Fig. 1: run 1, metal 2
The bar under the picture is 50 um long.
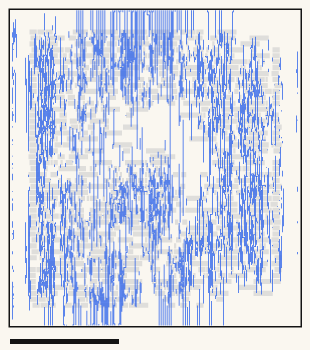
Fig. 2: run 1, signal wires on met1
The bar under the picture is 50 um long.
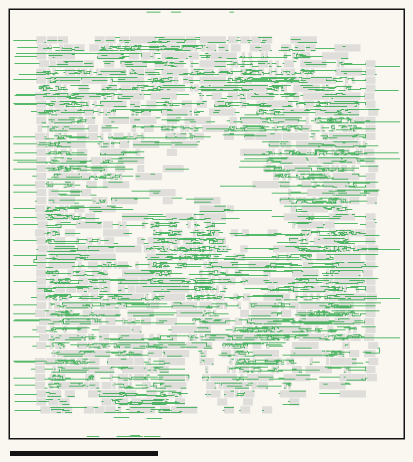
Fig. 3: run 1, M3 wires
The bar under the picture is 50 um long.
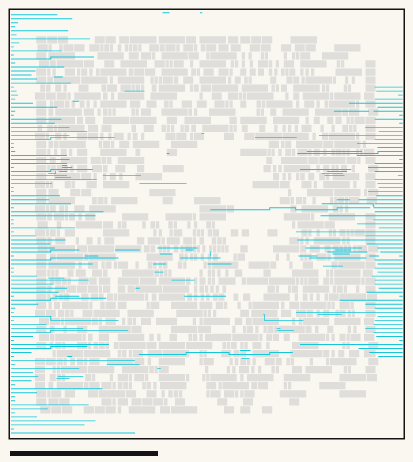
==> config.mk <==
export PLATFORM = sky130hd
export DESIGN_NAME = mem_port_arbiter_flat
export DESIGN_NICKNAME = d
export VERILOG_FILES = /design/src/rtl/mem_port_arbiter_if.sv /design/src/rtl/mem_port_arbiter.sv /design/src/flat_wrapper.sv
export SDC_FILE = /design/constraint.sdc
export NUM_CORES = 1
export LEC_CHECK = 0
export ABC_AREA = 1
export ABC_CLOCK_PERIOD_IN_PS = 2200
export CORE_ASPECT_RATIO = 1.1
export CORE_MARGIN = 8
export CORE_UTILIZATION = 43
export DETAILED_ROUTE_END_ITERATION = 7
export HOLD_SLACK_MARGIN = 0.12
export PLACE_DENSITY = 0.79
export SLEW_MARGIN = 20
export SYNTH_ARGS = -nofsm -noshare
export SYNTH_HDL_FRONTEND = slang
export SYNTH_SLANG_ARGS = --single-unit
export TNS_END_PERCENT = 100
==> constraint.sdc <==
create_clock -name clk -period 2.2 [get_ports clk]
set_input_delay 0.44 -clock clk [delete_from_list [all_inputs] [get_ports clk]]
set_output_delay 0.44 -clock clk [all_outputs]
set_load 0.005 [all_outputs]
==> ci_impl_report.md, run 1 <==
## PnR job results

| Metric | Value |
|---|---|
| Worst EP required | approximately 1800 ps |
| FMAX | roughly 0.48 GHz |
| Initial drt markers | roughly 360 |
| Cell area leaders | dfrtp_1 (54%), nand2_1 (16%), nand4_1 (6.3%), inv_1 (4.6%), o21ai_0 (4.3%) |
| Initial antenna violation count | 0 |
| CTS sink count | ~140 |
| Total negative slack | 0 ps |
| Die Wd | roughly 130 um |
| Most used flip-flop cell | dfrtp_1 |
| Antenna-violating nets left | 0 |
| Post-route DRC violation count | 0 |
| Total CTS buffers | 17 |
| Share of layout cells above drive strength 1 | under 10% |
| Post-layout min period | roughly 2100 ps |
| Worst hold slack | between 400 and 500 ps |
| Chip area | approximately 19000 um^2 |
| Antenna Cells | 0 |
| WP data arrival | roughly 1700 ps |
| Hold Crit Class | flop to flop |
| Slew Viols, Final | 0 |
| Ys cells | just under 800 |
| Routed len/inst | about 17 um |
| Rows | between 40 and 50 |
| Final cycle utilization of the critical path | ~95% |
| Clock Root Buffer | clkbuf_16 |
| Synth flops | approximately 140 |
| Flip-flops with a built-in enable | 0 |
| # IOs | 268 |
| Clk buf depth | 2 |
| Final hold viol count | 0 |
| Tool warnings | 29 |
| Status | finished, final reports clean |
| CTS tree | yes |
| Cell area power density | about 1300 nW/um^2 |
| RSZ-0062 raised after global routing | no |
| Worst R2R Path Depth | 8 |
| Max-Cap Viols | 0 |
| CP Cell Sequence | ha_1, inv_1, nor2_1, clkdlybuf4s50_1 |
| Floorplan net count | around 930 |
| Via density | 5.01 |
About Fig. 1:
The longest straight run is 64.3 um. The wires run mostly vertical.
via count: 6287
global-route met2 utilization: 35.7%
Post-Route WL: 21100 um

About Fig. 2:
The layer holds 38% of the routed length. The longest straight run is 42.3 um.
routing usage on met1: 25.3%

About Fig. 3:
209 nets have wire on it. The longest straight run is 41.6 um. The wires run mostly horizontal. The layer carries 2670 um of wire.
routing usage on met3: 10.7%

## run 1: power by group
group	total [mW]	switching [mW]	leakage (nW)	internal (mW)
logic	5.78	2.82	2.76	2.96
clock network	2.89	1.09	0.284	1.80
registers	4.36	0.661	1.77	3.70
## run 1: worst register-to-register path, stage by stage (launching register included)
cell and delay, ps:
dfrtp_1 390, inv_1 90, ha_4 160, inv_2 160, nand2_1 120, a21oi_4 170, buf_4 440, nand4_1 220
nand2_1 110
## run 1: kinds of logic after synthesis
logic type | after synthesis | share of synthesized area, %
AOI/OAI and AO/OA | 110 | 9.27
xor gates and xnor gates | 2 | 0.270
adders and majority gates | 5 | 0.966
buffers and inverters | 140 | 9.25
DFF | 141 | 54.5
and+or+nand+nor | 394 | 25.8
## run 1: metrics by stage
step	cells	instance area (um^2)	worst slack (ps)	util (%)
floorplan	792	6480	625	-
global placement	1224	9390	151	63.1
detailed placement	1224	9390	114	63.1
CTS	1256	9990	61.6	67.2
global route	1256	9990	0.0304	67.2
finish	1256	9990	102	67.2
## run 1: routing by layer
layer | wire (um) | global-route usage [%]
met1 | 7960 | 25.3
met2 | 10300 | 35.7
met3 | 2670 | 10.7
met4 | 223 | 6.22
met5 | 0 | 0
## run 1: cells in the final DEF (no fill, tap or decap), types with 13 or more instances in the layout
master / instances
clkbuf_16: 17
clkdlybuf4s50_1: 263
nand4_1: 65
nor2_1: 45
o21ai_0: 56
o21ai_1: 16
inv_1: 80
dfrtp_1: 141
a31oi_1: 32
nand3_1: 13
buf_4: 20
nand2_1: 267
## run 1: area by class of cell
cell class	instances	area, um^2
timing repair buffer	293	2930
clock inverter	12	146
sequential	141	3530
fill	1253	4880
inverter	84	315
multi-input combinational	511	2380
clock buffer	19	443
tap	196	245
## run 1: Yosys cell counts (10+ instances only)
library cell	count
a31oi_1	32
buf_2	23
buf_4	10
clkbuf_1	21
dfrtp_1	141
inv_1	80
nand2_1	268
nand3_1	13
nand4_1	65
nor2_1	45
o21ai_0	56
o21ai_1	17
## run 1: timing repair
action	4_1_cts	5_1_grt
hold endpoints to repair	51	0
endpoints found under the setup margin	3	1
gates resized	4	1
hold buffers	1	0
Fig. 4: run 1, congestion heat map
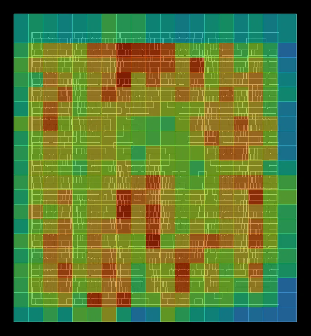

==> run 1 -> run 2 <==
ABC_AREA = unset   (was 1)
CORE_UTILIZATION = 41   (was 43)
TNS_END_PERCENT = unset   (was 100)
Fig. 5: run 2, congestion heat map
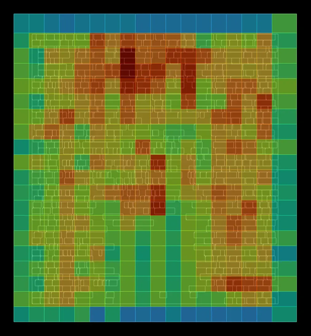
GRT Resource Usage Total: 21.8%
routed len/inst: 21.3 um
routing usage on met3: 10.0%
global-route met2 utilization: 34.2%

Fig. 6: run 2, signal wires on met1
The bar under the picture is 50 um long.
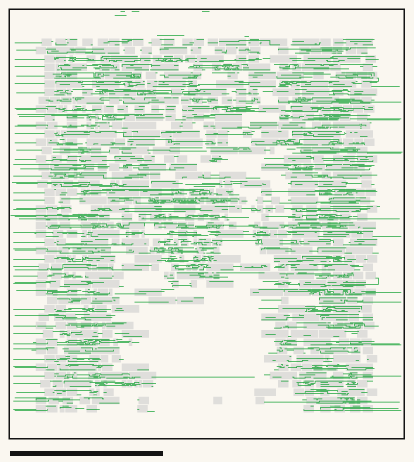
The layer carries 7670 um of wire. The wires run mostly horizontal. The layer holds 39% of the routed length. The longest straight run is 36.8 um.
Post-Route WL: 19600 um
routing usage on met1: 25.7%
via count: 4949

Fig. 7: run 2, metal 2
The bar under the picture is 50 um long.
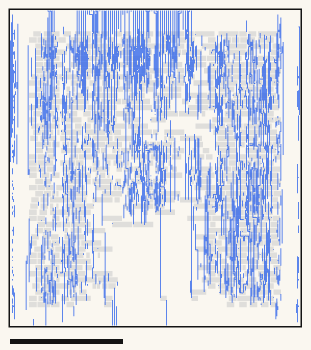
776 nets have wire on it. The layer holds 47% of the routed length. The longest straight run is 57.3 um. The wires run mostly vertical.

==> ci_impl_report.md, run 2 <==
## PnR job results

| Metric | Value |
|---|---|
| Status | finished, final reports clean |
| Most numerous cell in the Yosys netlist | dfrtp_1 |
| List of most frequent post-synthesis cells | dfrtp_1 (141), a22o_1 (86), nand2_1 (42) |
| Flip-flops with a built-in enable | 0 (unchanged) |
| Total CTS buffers | 17 (unchanged) |
| Antenna Cells | 0 (unchanged) |
| FMAX | 0.475 GHz (-0.33%) |
| Post-layout min period | 2110 ps (+6.88 ps) |
| Skew final | roughly 14 ps |
| Placed Instances | 890 (-27%) |
| Floorplan net count | 584 (-37%) |
| Initial drt markers | 468 (+30%) |
| Fin cells | 922 (-27%) |
| Rel. slew slack | ~48% |
| Slew Viols, Final | 0 (unchanged) |
| Nets@finish | around 860 |
| Final cycle utilization of the critical path | 95.7% (+0.31 points) |
| CP max FO | 5 |
| Clk buf depth | 2 (unchanged) |
| Synth flops | 141 (unchanged) |
| CTS tree | yes |
| Worst hold slack | 473 ps (+4.23 ps) |
| Post-synthesis cell count | approximately 450 |
| Highest-count logic cell in the final layout | clkdlybuf4s50_1 |
| Hpwl dp | 14600 um |
| Most used flip-flop cell | dfrtp_1 |
| Initial antenna violation count | 0 (unchanged) |
| Ys cells | 445 (-44%) |
| Rows | 45 (-4.3%) |
| Clk pin slew, worst setup/hold paths | approximately 60 ps |
| WP data arrival | 1670 ps (about the same) |
| Synth area leader | dfrtp_1 |
| Comb gate area | 2010 um^2 (-16%) |
| Max-Cap Viols | 0 (unchanged) |
| Dominant cell area share | 61.8% |
| Mapped Area | about 5700 um^2 |
| Clock Root Buffer | clkbuf_16 |
| Worst EP required | 1760 ps (about the same) |
| Share of layout cells above drive strength 1 | 8.58% (+2.3 points) |
| Cell area power density | 1410 nW/um^2 (+8.1%) |
| Cell area leaders | dfrtp_1 (62%), a22o_1 (13%), mux2i_1 (5.6%), nand2_1 (2.8%), o21ai_0 (2.5%) |
| Chip area | 18000 um^2 (-6.8%) |
| CTS sink count | 141 (unchanged) |
| Worst skew pair latency | about 420 ps |
| # IOs | 268 (unchanged) |
| Tool warnings | 29 (unchanged) |
| Die Wd | 128 um (-3.4%) |
| Antenna-violating nets left | 0 (unchanged) |
| Post-route DRC violation count | 0 (unchanged) |
| Reg area | 3530 um^2 (unchanged) |
| Post-synth seq share | roughly three fifths |
| Top Layout Cells | clkdlybuf4s50_1 (260), dfrtp_1 (141), a22o_1 (86), nand2_1 (42), mux2i_1 (32) |
| RSZ-0062 raised after global routing | no |
| Via density | 5.37 (+7.2%) |
| Final hold viol count | 0 (unchanged) |
| Worst R2R Path Depth | 7 (-1) |
| FILL cells | 984 (-21%) |
| Hold Crit Class | flop to flop |
## run 2: cell types whose count changed after synthesis, sizes merged, moves of 38 or more
cell,delta
nand4,-64
nand2,-227
inv,-76
o21ai,-38
a22o,+86
nor2,-40
## run 2: kinds of logic (layout without fill, tap and decap cells)
family,count (synthesis),after routing,synth area share (%)
buf+inv,39,328,3.33
compound gates,154,154,21.7
flops,141,141,61.8
mux,33,33,5.81
fa+ha+maj,5,5,1.10
simple gates,73,73,6.20
## run 2: layout make-up
type	instances	share of cell area, %
Clock buffer	17	4.56
Clock inverter	12	1.60
Inverter	7	0.282
Multi-Input combinational cell	265	21.6
Sequential cell	141	37.8
Tap cell	188	2.52
Timing Repair Buffer	292	31.7
## run 2: report_power, final
part	internal, mW	total [mW]	leakage (nW)	switching, mW
Combinational	3.45	5.80	2.07	2.35
Clock	1.75	2.82	0.273	1.06
Sequential	3.77	4.52	1.77	0.754
## run 2: what timing repair did
action                     in CTS  in global routing
hold buffers                    1                  0
setup endpoints to repair       3                  0
resized                         6                  0
buffers inserted                2                  0
hold endpoints to repair       32                  0
## run 2: routing by layer
layer | track usage, % | vias to the layer above | wire, um
li1 | - | 2212 | -
met1 | 25.7 | 2411 | 7670
met2 | 34.2 | 305 | 9160
met3 | 10.0 | 21 | 2470
met4 | 7.39 | 0 | 308
met5 | 0 | - | 0
## run 2: stage by stage
| stage | area, um^2 | TNS [ps] | utilization (%) | worst slack [ps] | total power [mW] |
|---|---|---|---|---|---|
| floorplan | 5710 | 0 | - | 263 | 6.70 |
| global placement | 8740 | -6870 | 63.8 | -210 | 10.1 |
| detailed placement | 8740 | 0 | 63.9 | 29.7 | 10.4 |
| CTS | 9330 | 0 | 68.2 | 52.7 | 13.3 |
| global route | 9330 | 0 | 68.2 | 4.61 | 13.9 |
| finish | 9330 | 0 | 68.2 | 94.8 | 13.1 |
## run 2: worst max-delay path, cell delays in order (launching register included)
cell,delay (ps)
dfrtp_1,340
inv_1,40
ha_1,300
buf_4,160
and2_1,140
dlygate4sd2_1,260
Power is estimated from default activity; no workload was simulated.
